**src/rtl/data_ram_arbiter_pkg.sv**
```systemverilog
// Shared types for the data RAM arbiter.
// Owner state encodings, master ids and bus width.
package data_ram_arbiter_pkg;

  localparam int REG_W = 32;

  typedef enum logic [1:0] {
    ARB_IDLE   = 2'd0,
    ARB_OWN_M0 = 2'd1,
    ARB_OWN_M1 = 2'd2
  } arb_state_t;

  typedef enum logic {
    ARB_MASTER0 = 1'b0,
    ARB_MASTER1 = 1'b1
  } arb_master_t;

  function automatic logic [7:0] sat_inc8(
    input logic [7:0] v
  );
    return (&v) ? v : v + 8'd1;
  endfunction

endpackage

```
**src/rtl/data_ram_arbiter_pick2.sv**
```systemverilog
// Combinational winner selection for two masters.
// At most one grant; owner keeps the bus only while locked and under the hold limit.
module data_ram_arbiter_pick2
  import data_ram_arbiter_pkg::*;
(
  input  logic        req0,
  input  logic        req1,
  input  arb_state_t  state,
  input  logic        lock,
  input  logic        hold_ok,
  input  arb_master_t rr_last,
  input  logic        prio,
  output logic        gnt0,
  output logic        gnt1
);

  // Pick the winner from requests, previous owner and fairness state
  always_comb begin
    gnt0 = 1'b0;
    gnt1 = 1'b0;
    unique case (1'b1)
      (req0 && !req1): gnt0 = 1'b1;
      (req1 && !req0): gnt1 = 1'b1;
      (req0 && req1): begin
        case (state)
          ARB_OWN_M0: gnt1 = 1'b1;
          ARB_OWN_M1: begin
            if (lock && hold_ok) gnt1 = 1'b1;
            else gnt0 = 1'b1;
          end
          default: begin
            if (prio || rr_last == ARB_MASTER1)
              gnt0 = 1'b1;
            else
              gnt1 = 1'b1;
          end
        endcase
      end
      default: ;
    endcase
  end

endmodule

```
**src/rtl/data_ram_arbiter.sv**
```systemverilog
// Shares the single-port data RAM between the CPU data port and a bus master.
// Zero-latency combinational grant, registered owner FSM and contention counter.
module data_ram_arbiter
  import data_ram_arbiter_pkg::*;
#(
  parameter int MAX_HOLD    = 8,
  parameter bit M0_PRIORITY = 1'b0,
  parameter int CNT_W       = 16
) (
  input  logic             clk,
  input  logic             rst,
  input  logic             m0_ce_i,
  input  logic             m0_we_i,
  input  logic [3:0]       m0_sel_i,
  input  logic [REG_W-1:0] m0_addr_i,
  input  logic [REG_W-1:0] m0_data_i,
  output logic [REG_W-1:0] m0_data_o,
  output logic             m0_stall_o,
  input  logic             m1_req_i,
  input  logic             m1_lock_i,
  input  logic             m1_we_i,
  input  logic [3:0]       m1_sel_i,
  input  logic [REG_W-1:0] m1_addr_i,
  input  logic [REG_W-1:0] m1_data_i,
  output logic [REG_W-1:0] m1_data_o,
  output logic             m1_gnt_o,
  output logic             ram_ce_o,
  output logic             ram_we_o,
  output logic [3:0]       ram_sel_o,
  output logic [REG_W-1:0] ram_addr_o,
  output logic [REG_W-1:0] ram_data_o,
  input  logic [REG_W-1:0] ram_data_i,
  output logic [CNT_W-1:0] conflict_cnt_o
);

  localparam logic [7:0] HOLD_MAX = 8'(MAX_HOLD);

  arb_state_t  state, state_nxt;
  arb_master_t rr_last, rr_nxt;
  logic [7:0]  hold, hold_nxt;
  logic [CNT_W-1:0] cnt;
  logic gnt0, gnt1;
  logic hold_ok;
  logic both;

  assign hold_ok = hold < HOLD_MAX;
  assign both    = m0_ce_i & m1_req_i;

  data_ram_arbiter_pick2 u_pick (
    .req0    (m0_ce_i),
    .req1    (m1_req_i),
    .state   (state),
    .lock    (m1_lock_i),
    .hold_ok (hold_ok),
    .rr_last (rr_last),
    .prio    (M0_PRIORITY),
    .gnt0    (gnt0),
    .gnt1    (gnt1)
  );

  // Owner, hold counter and round-robin pointer registers
  always_ff @(posedge clk or negedge rst) begin
    if (!rst) begin
      state   <= ARB_IDLE;
      hold    <= 8'd0;
      rr_last <= ARB_MASTER1;
    end else begin
      state   <= state_nxt;
      hold    <= hold_nxt;
      rr_last <= rr_nxt;
    end
  end

  // Next owner follows this cycle's grant
  always_comb begin
    state_nxt = ARB_IDLE;
    hold_nxt  = 8'd0;
    rr_nxt    = rr_last;
    unique case (1'b1)
      gnt0: begin
        state_nxt = ARB_OWN_M0;
        rr_nxt    = ARB_MASTER0;
        hold_nxt  = (state == ARB_OWN_M0) ?
                    sat_inc8(hold) : 8'd1;
      end
      gnt1: begin
        state_nxt = ARB_OWN_M1;
        rr_nxt    = ARB_MASTER1;
        hold_nxt  = (state == ARB_OWN_M1) ?
                    sat_inc8(hold) : 8'd1;
      end
      default: ;
    endcase
  end

  // Saturating count of cycles with both masters requesting
  always_ff @(posedge clk or negedge rst) begin
    if (!rst)
      cnt <= '0;
    else if (both && !(&cnt))
      cnt <= cnt + 1'b1;
  end

  // Route the winner onto the RAM port; everything is quiet in reset
  always_comb begin
    ram_ce_o   = 1'b0;
    ram_we_o   = 1'b0;
    ram_sel_o  = 4'd0;
    ram_addr_o = '0;
    ram_data_o = '0;
    m0_data_o  = '0;
    m1_data_o  = '0;
    m0_stall_o = 1'b0;
    m1_gnt_o   = 1'b0;
    if (rst) begin
      m0_stall_o = m0_ce_i & ~gnt0;
      m1_gnt_o   = gnt1;
      unique case (1'b1)
        gnt0: begin
          ram_ce_o   = 1'b1;
          ram_we_o   = m0_we_i;
          ram_sel_o  = m0_sel_i;
          ram_addr_o = m0_addr_i;
          ram_data_o = m0_data_i;
          m0_data_o  = ram_data_i;
        end
        gnt1: begin
          ram_ce_o   = 1'b1;
          ram_we_o   = m1_we_i;
          ram_sel_o  = m1_sel_i;
          ram_addr_o = m1_addr_i;
          ram_data_o = m1_data_i;
          m1_data_o  = ram_data_i;
        end
        default: ;
      endcase
    end
  end

  assign conflict_cnt_o = rst ? cnt : '0;

endmodule

```
**config.mk**
```make
export PLATFORM = sky130hd
export DESIGN_NAME = data_ram_arbiter
export DESIGN_NICKNAME = d
export VERILOG_FILES = /design/src/rtl/data_ram_arbiter_pkg.sv /design/src/rtl/data_ram_arbiter_pick2.sv /design/src/rtl/data_ram_arbiter.sv
export SDC_FILE = /design/constraint.sdc
export NUM_CORES = 1
export LEC_CHECK = 0
export CAP_MARGIN = 20
export CORE_AREA = 2 2 128 130
export DETAILED_ROUTE_END_ITERATION = 8
export DIE_AREA = 0 0 130 132
export SLEW_MARGIN = 40
export SYNTH_ARGS = -nofsm -noshare
export SYNTH_HDL_FRONTEND = slang
export SYNTH_SLANG_ARGS = --single-unit
export TNS_END_PERCENT = 10
```
**constraint.sdc**
```tcl
create_clock -name clk -period 2.3 [get_ports clk]
set_clock_uncertainty 0.15 [all_clocks]
set_input_delay 0.345 -clock clk [delete_from_list [all_inputs] [get_ports clk]]
set_output_delay 0.345 -clock clk [all_outputs]
set_load 0.01 [all_outputs]
```
**Run 1: power grid**

Drawn at 3 px/µm. Pins as bars on the die edge. Tap cells in gray.
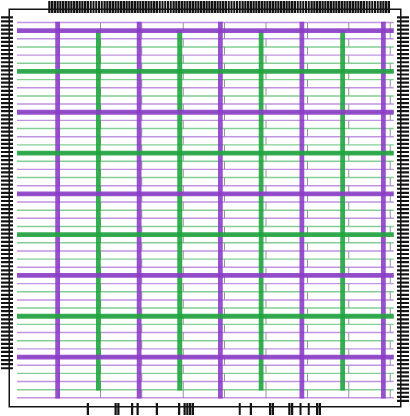
Key: green = VDD; purple = VSS
47 met1 rails follow the rows. 9 straps on met4. 216 tap cells. 9 straps on met5.
Die Ht: 132 µm
total core area: 15700 µm²

**Run 1: metal layers overlaid**

Drawn at 3 px/µm.
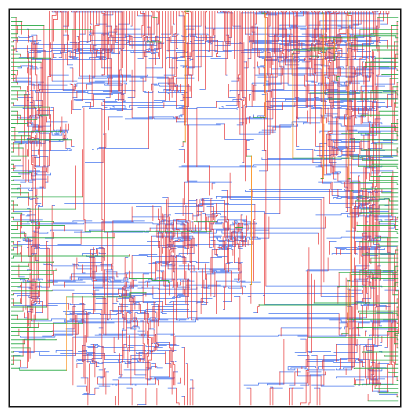
Key: green = met3 [wire length 1630 µm]; orange = met4 [wire length 351 µm]; blue = met1 [wire length 7300 µm]; red = met2 [wire length 9080 µm]

**Run 1: clock routing**

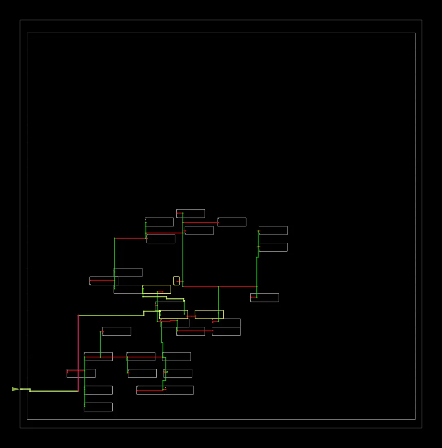
Clock group: 0.401 mW
TritonCTS buffer count: 3
clk_lat worst skew: 0.26 ns

**Run 1: metal 2**

Drawn at 2 px/µm.
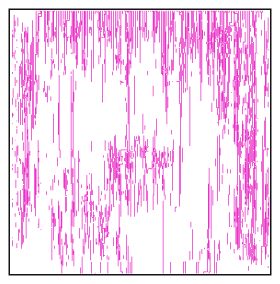
The wires run mostly vertical. 832 nets have wire on it. The layer carries 9080 µm of wire.
WL final: 18.4 mm
GR Util met2: 35.8%
routed vias: 4529

==> Changelog: implementation, run 1 <==
### Implementation results

* Status: finished with violations
* Failing checks: setup timing
* Synth top cell by count: nor2_1
* Peak VDD IR at 0.335 mV
* Number of synthesized register bits at 27
* Slew HR at 62.4%
* Drt first pass iters at 4
* # Cells Yosys at 422
* Final ANT Viol Nets at 0
* Number of global-route vias before repair at 4578
* Met2 WL at 9.08 mm
* Setup crit start kind: register
* Comb area at 2490 µm²
* M1 wire length at 7.30 mm
* DRC at 0
* Setup WS post-layout at -0.447 ns
* CTS Hold Bufs at 2
* Largest net degree at the start of global routing at 47
* Pleak at 2.95 nW
* Clock buffer depth at 2
* Sequential cell area share at 9.90%
* Worst Setup Path Type: reg2out
* Asr flop ratio synth at 100%
* IO Pins at 327
* EDFF count, synth at 0
* Reg clk slew, reported paths at 0.07 ns
* Max layer used: met4
* Clk network pwr share at 12.3%
* Fa+ha+maj area frac at 1.68%
* CP top delay family: simple AND/OR/NAND/NOR gates
* Mapped cell area at 2970 µm²
* Xor/xnor share at 5.01%
* Max reg flops at 16
* Area after DPL at 6650 µm²
* Syn Area/Cell at 7.05 µm²
* CTS root buffer: clkbuf_16
* Top Layout Cells: clkdlybuf4s50_1, buf_2, nor2_1, nor2b_1, a22oi_2
* Tightest Pin Transition at 0.550 ns
* Number of setup buffers added after CTS at 14
* Util after Layout at 43.5%
* Final setup vio count at 135
* Worst r2r path cells at 8
* RSZ-0062 raised after global routing: yes
* Hold WS at 0.124 ns
* Max-slew violations at 0
* Cell class ranked first by area: buffers
* Drt via density at 4.57
* Layout non-clock buf frac at 48.1%
* Clock buf count at 3
* Logic share of the area at 36.4%
* Synthesized Nets at 601
* MUX share of area at 1.09%
* Comb. pwr at 2.20 mW
* Sequential power share at 20.1%
* Comb pwr share at 67.6%
* Global Route Usage Sum at 19.9%
* Mapped Cells at 422
* Well Taps at 216
* Dpl cells at 960
* R2R Setup Slk at 0.13 ns
* Most frequent logic cell in the layout: clkdlybuf4s50_1
* Routing usage on met3 at 5.64%
* Net Sw Power at 1.30 mW
* Placer congestion estimate at 0.875
* R2r endpoint: hold[4]$_DFF_PN0_
* MaxCap Viol Count at 0
* Slowest CP cell: dfrtp_1
* #MultiIn Comb at 356
* Area share, top type at 21.9%
* Global route hottest layer: met2
* Largest Pwr Group: combinational logic
* Setup total negative slack at -38.78 ns
* PwrDens at 476 nW/µm²
* Tally of OpenROAD warnings at 29
* Nature of the critical path endpoint: output pin
* Top flop regs: cnt x16, hold x8, state x2
* Met3 Wirelength at 1.63 mm
**Run 1: the metal 3 layer**

Drawn at 2 px/µm.
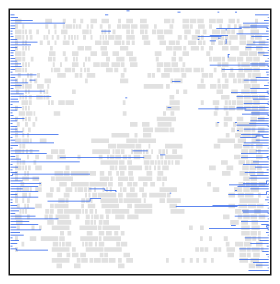

## Run 2: what changed since run 1
--- a/config.mk
+++ b/config.mk
@@ -6,9 +6,10 @@
 export NUM_CORES = 1
 export LEC_CHECK = 0
 export CAP_MARGIN = 20
-export CORE_AREA = 2 2 128 130
+export CORE_AREA = 2 2 127 129
 export DETAILED_ROUTE_END_ITERATION = 8
-export DIE_AREA = 0 0 130 132
+export DIE_AREA = 0 0 129 131
+export DONT_BUFFER_PORTS = 1
 export SLEW_MARGIN = 40
 export SYNTH_ARGS = -nofsm -noshare
 export SYNTH_HDL_FRONTEND = slang
**Run 2: the metal 3 layer**

Drawn at 2 px/µm.
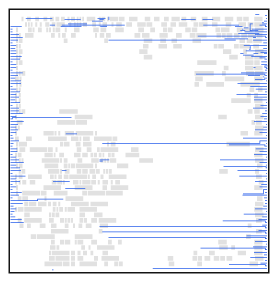
The layer carries 1510 µm of wire. 196 nets have wire on it. The longest straight run is 82.8 µm.

==> run 2 against run 1 <==
Effect of this change:
- the run still ends with setup timing left
- sequential share of layout area increased by 5.4 points
- clock power is 2% higher
- final area decreased by 35%
- largest power group unchanged
- total power shrank 16%
- utilization down 15 points
- register-to-register slack lost 0.08 ns
- highest routed layer unchanged
- clock-buffer cell count unchanged
- wire length down 16%
- critical path type unchanged
- synthesized area unchanged
==> Changelog: implementation, run 2 <==
### Implementation results

* Layout non-clock buf frac at 15.2% (-33 points)
* # Cells Yosys at 422 (unchanged)
* Asr flop ratio synth at 100% (unchanged)
* Dpl cells at 641 (-33%)
* Top flop regs: cnt x16, hold x8, state x2
* Placer congestion estimate at 0.855 (-2.4%)
* Status: finished with violations
* Final setup vio count at 135 (unchanged)
* Sequential power share at 23.8% (+3.7 points)
* MUX share of area at 1.09% (unchanged)
* PwrDens at 622 nW/µm² (+31%)
* Number of global-route vias before repair at 2842 (-38%)
* Routing usage on met3 at 4.15% (-1.5 points)
* Setup total negative slack at -34.89 ns (+3.90 ns)
* CTS Hold Bufs at 2 (unchanged)
* Tally of OpenROAD warnings at 31 (+6.9%)
* Setup WS post-layout at -0.389 ns (+0.0573 ns)
* Routed vias at 3427 (-24%)
* Xor/xnor share at 5.01% (unchanged)
* Hold WS at 0.246 ns (+0.122 ns)
* Synthesized Nets at 601 (unchanged)
* Slowest CP cell: dfrtp_1
* DRC at 0 (unchanged)
* Util after Layout at 28.3% (-15 points)
* Failing checks: setup timing
* Global Route Usage Sum at 15.2% (-4.7 points)
* Synth top cell by count: nor2_1
* CTS root buffer: clkbuf_16
* R2r endpoint: hold[6]$_DFF_PN0_
* Number of setup buffers added after CTS at 7 (-7)
* Clock group at 0.411 mW (+2%)
* R2R Setup Slk at 0.05 ns (-0.08 ns)
* Comb pwr share at 61.2% (-6.4 points)
* Max layer used: met4
* Syn Area/Cell at 7.05 µm² (unchanged)
* #MultiIn Comb at 356 (unchanged)
* Drt first pass iters at 5 (+1)
* Net Sw Power at 1.20 mW (-7.9%)
* Slew HR at 53.5% (-8.9 points)
* Comb area at 2680 µm² (+7.8%)
* Clock buffer depth at 2 (unchanged)
* Max-slew violations at 0 (unchanged)
* Well Taps at 216 (unchanged)
* Reg clk slew, reported paths at 0.07 ns (about the same)
* Cell class ranked first by area: logic gates
* Clk_lat worst skew at 0.27 ns (about the same)
* Pleak at 1.58 nW (-47%)
* Logic share of the area at 60.7% (+24 points)
**Run 2: power grid**

Drawn at 3 px/µm. Pins as bars on the die edge. Tap cells in gray.
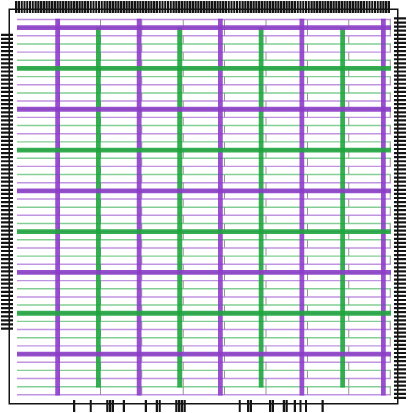
Key: purple = VSS; green = VDD
327 signal pins sit on the boundary. The core has 46 rows. 216 tap cells.
total core area: 15600 µm²
Peak VDD IR: 0.417 mV

## Run 3: what changed since run 2
--- a/config.mk
+++ b/config.mk
@@ -7,6 +7,7 @@
 export LEC_CHECK = 0
 export CAP_MARGIN = 20
 export CORE_AREA = 2 2 127 129
+export CTS_BUF_LIST = sky130_fd_sc_hd__clkbuf_8 sky130_fd_sc_hd__clkbuf_16
 export DETAILED_ROUTE_END_ITERATION = 8
 export DIE_AREA = 0 0 129 131
 export DONT_BUFFER_PORTS = 1
**Run 3: metal layers overlaid**

Drawn at 3 px/µm.
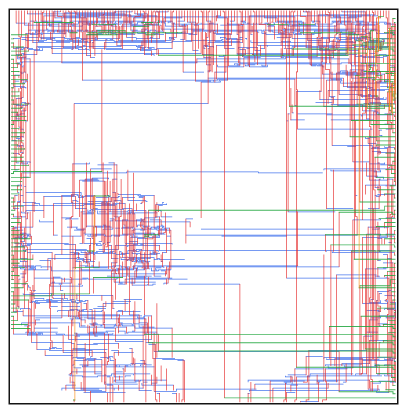
Key: orange = met4 [wire length 250 µm]; blue = met1 [wire length 6210 µm]; red = met2 [wire length 7500 µm]; green = met3 [wire length 1510 µm]

**Run 3: power grid**

Drawn at 3 px/µm. Pins as bars on the die edge. Tap cells in gray.
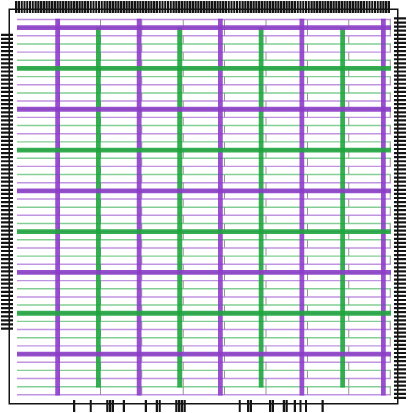
Key: green = VDD; purple = VSS
9 straps on met5. 47 met1 rails follow the rows.

==> run 3 against run 2 <==
Effect of this change:
- the run still ends with setup timing left
- synthesized cell count unchanged
- clock power hardly changed
- non-clock buffer count unchanged
- synthesized area did not move
- flip-flop count unchanged
- wire length did not move
- utilization did not move
- largest power group unchanged
==> Changelog: implementation, run 3 <==
### Implementation results

* Status: finished with violations
* Failing checks: setup timing
* Layout clock area frac at 1.87%
* R2R Setup Slk at 0.05 ns (about the same)
* Global Route Usage Sum at 15.2% (unchanged)
* Xor/xnor share at 5.01% (unchanged)
* Reg clk slew, reported paths at 0.07 ns (about the same)
* Setup total negative slack at -34.89 ns (unchanged)
* Slew HR at 53.5% (unchanged)
* Dpl cells at 641 (unchanged)
* DRC at 0 (unchanged)
* Util after Layout at 28.3% (unchanged)
* Slowest CP cell: dfrtp_1
* Setup WS post-layout at -0.389 ns (unchanged)
* #MultiIn Comb at 356 (unchanged)
* Sequential power share at 23.8% (about the same)
* Mapped Cells at 422
* Area share, top type at 21.9%
* Layout non-clock buf frac at 15.2% (unchanged)
* PwrDens at 622 nW/µm² (unchanged)
* Net Sw Power at 1.20 mW (unchanged)
* Routed vias at 3427 (unchanged)
* Cell class ranked first by area: logic gates
* Nonclk inv count at 5
* Asr flop ratio synth at 100% (unchanged)
* Pleak at 1.58 nW (unchanged)
* Total core area at 15600 µm² (unchanged)
* Hold WC Path Type: in2reg
* Max-slew violations at 0 (unchanged)
* M1 wire length at 6.21 mm
* Comb area at 2680 µm² (unchanged)
* Clock group at 0.411 mW (about the same)
* Syn Area/Cell at 7.05 µm² (unchanged)
* Synthesized Nets at 601 (unchanged)
* Hold WS at 0.246 ns (unchanged)
* Clock buffer depth at 2 (unchanged)
* CTS root buffer: clkbuf_16
* Comb pwr share at 61.2% (about the same)
* Tally of OpenROAD warnings at 31 (unchanged)
* Number of global-route vias before repair at 2842 (unchanged)
* # Cells Yosys at 422 (unchanged)
* Top flop regs: cnt x16, hold x8, state x2
* Well Taps at 216 (unchanged)
* Number of setup buffers added after CTS at 7 (unchanged)
* Peak VDD IR at 0.417 mV (unchanged)
* Logic share of the area at 60.7% (unchanged)
* Routing usage on met3 at 4.15% (unchanged)
* R2r endpoint: hold[6]$_DFF_PN0_
* Final setup vio count at 135 (unchanged)
* Placer congestion estimate at 0.855 (unchanged)
No activity file was given, so power comes from the tool's default toggle rates.
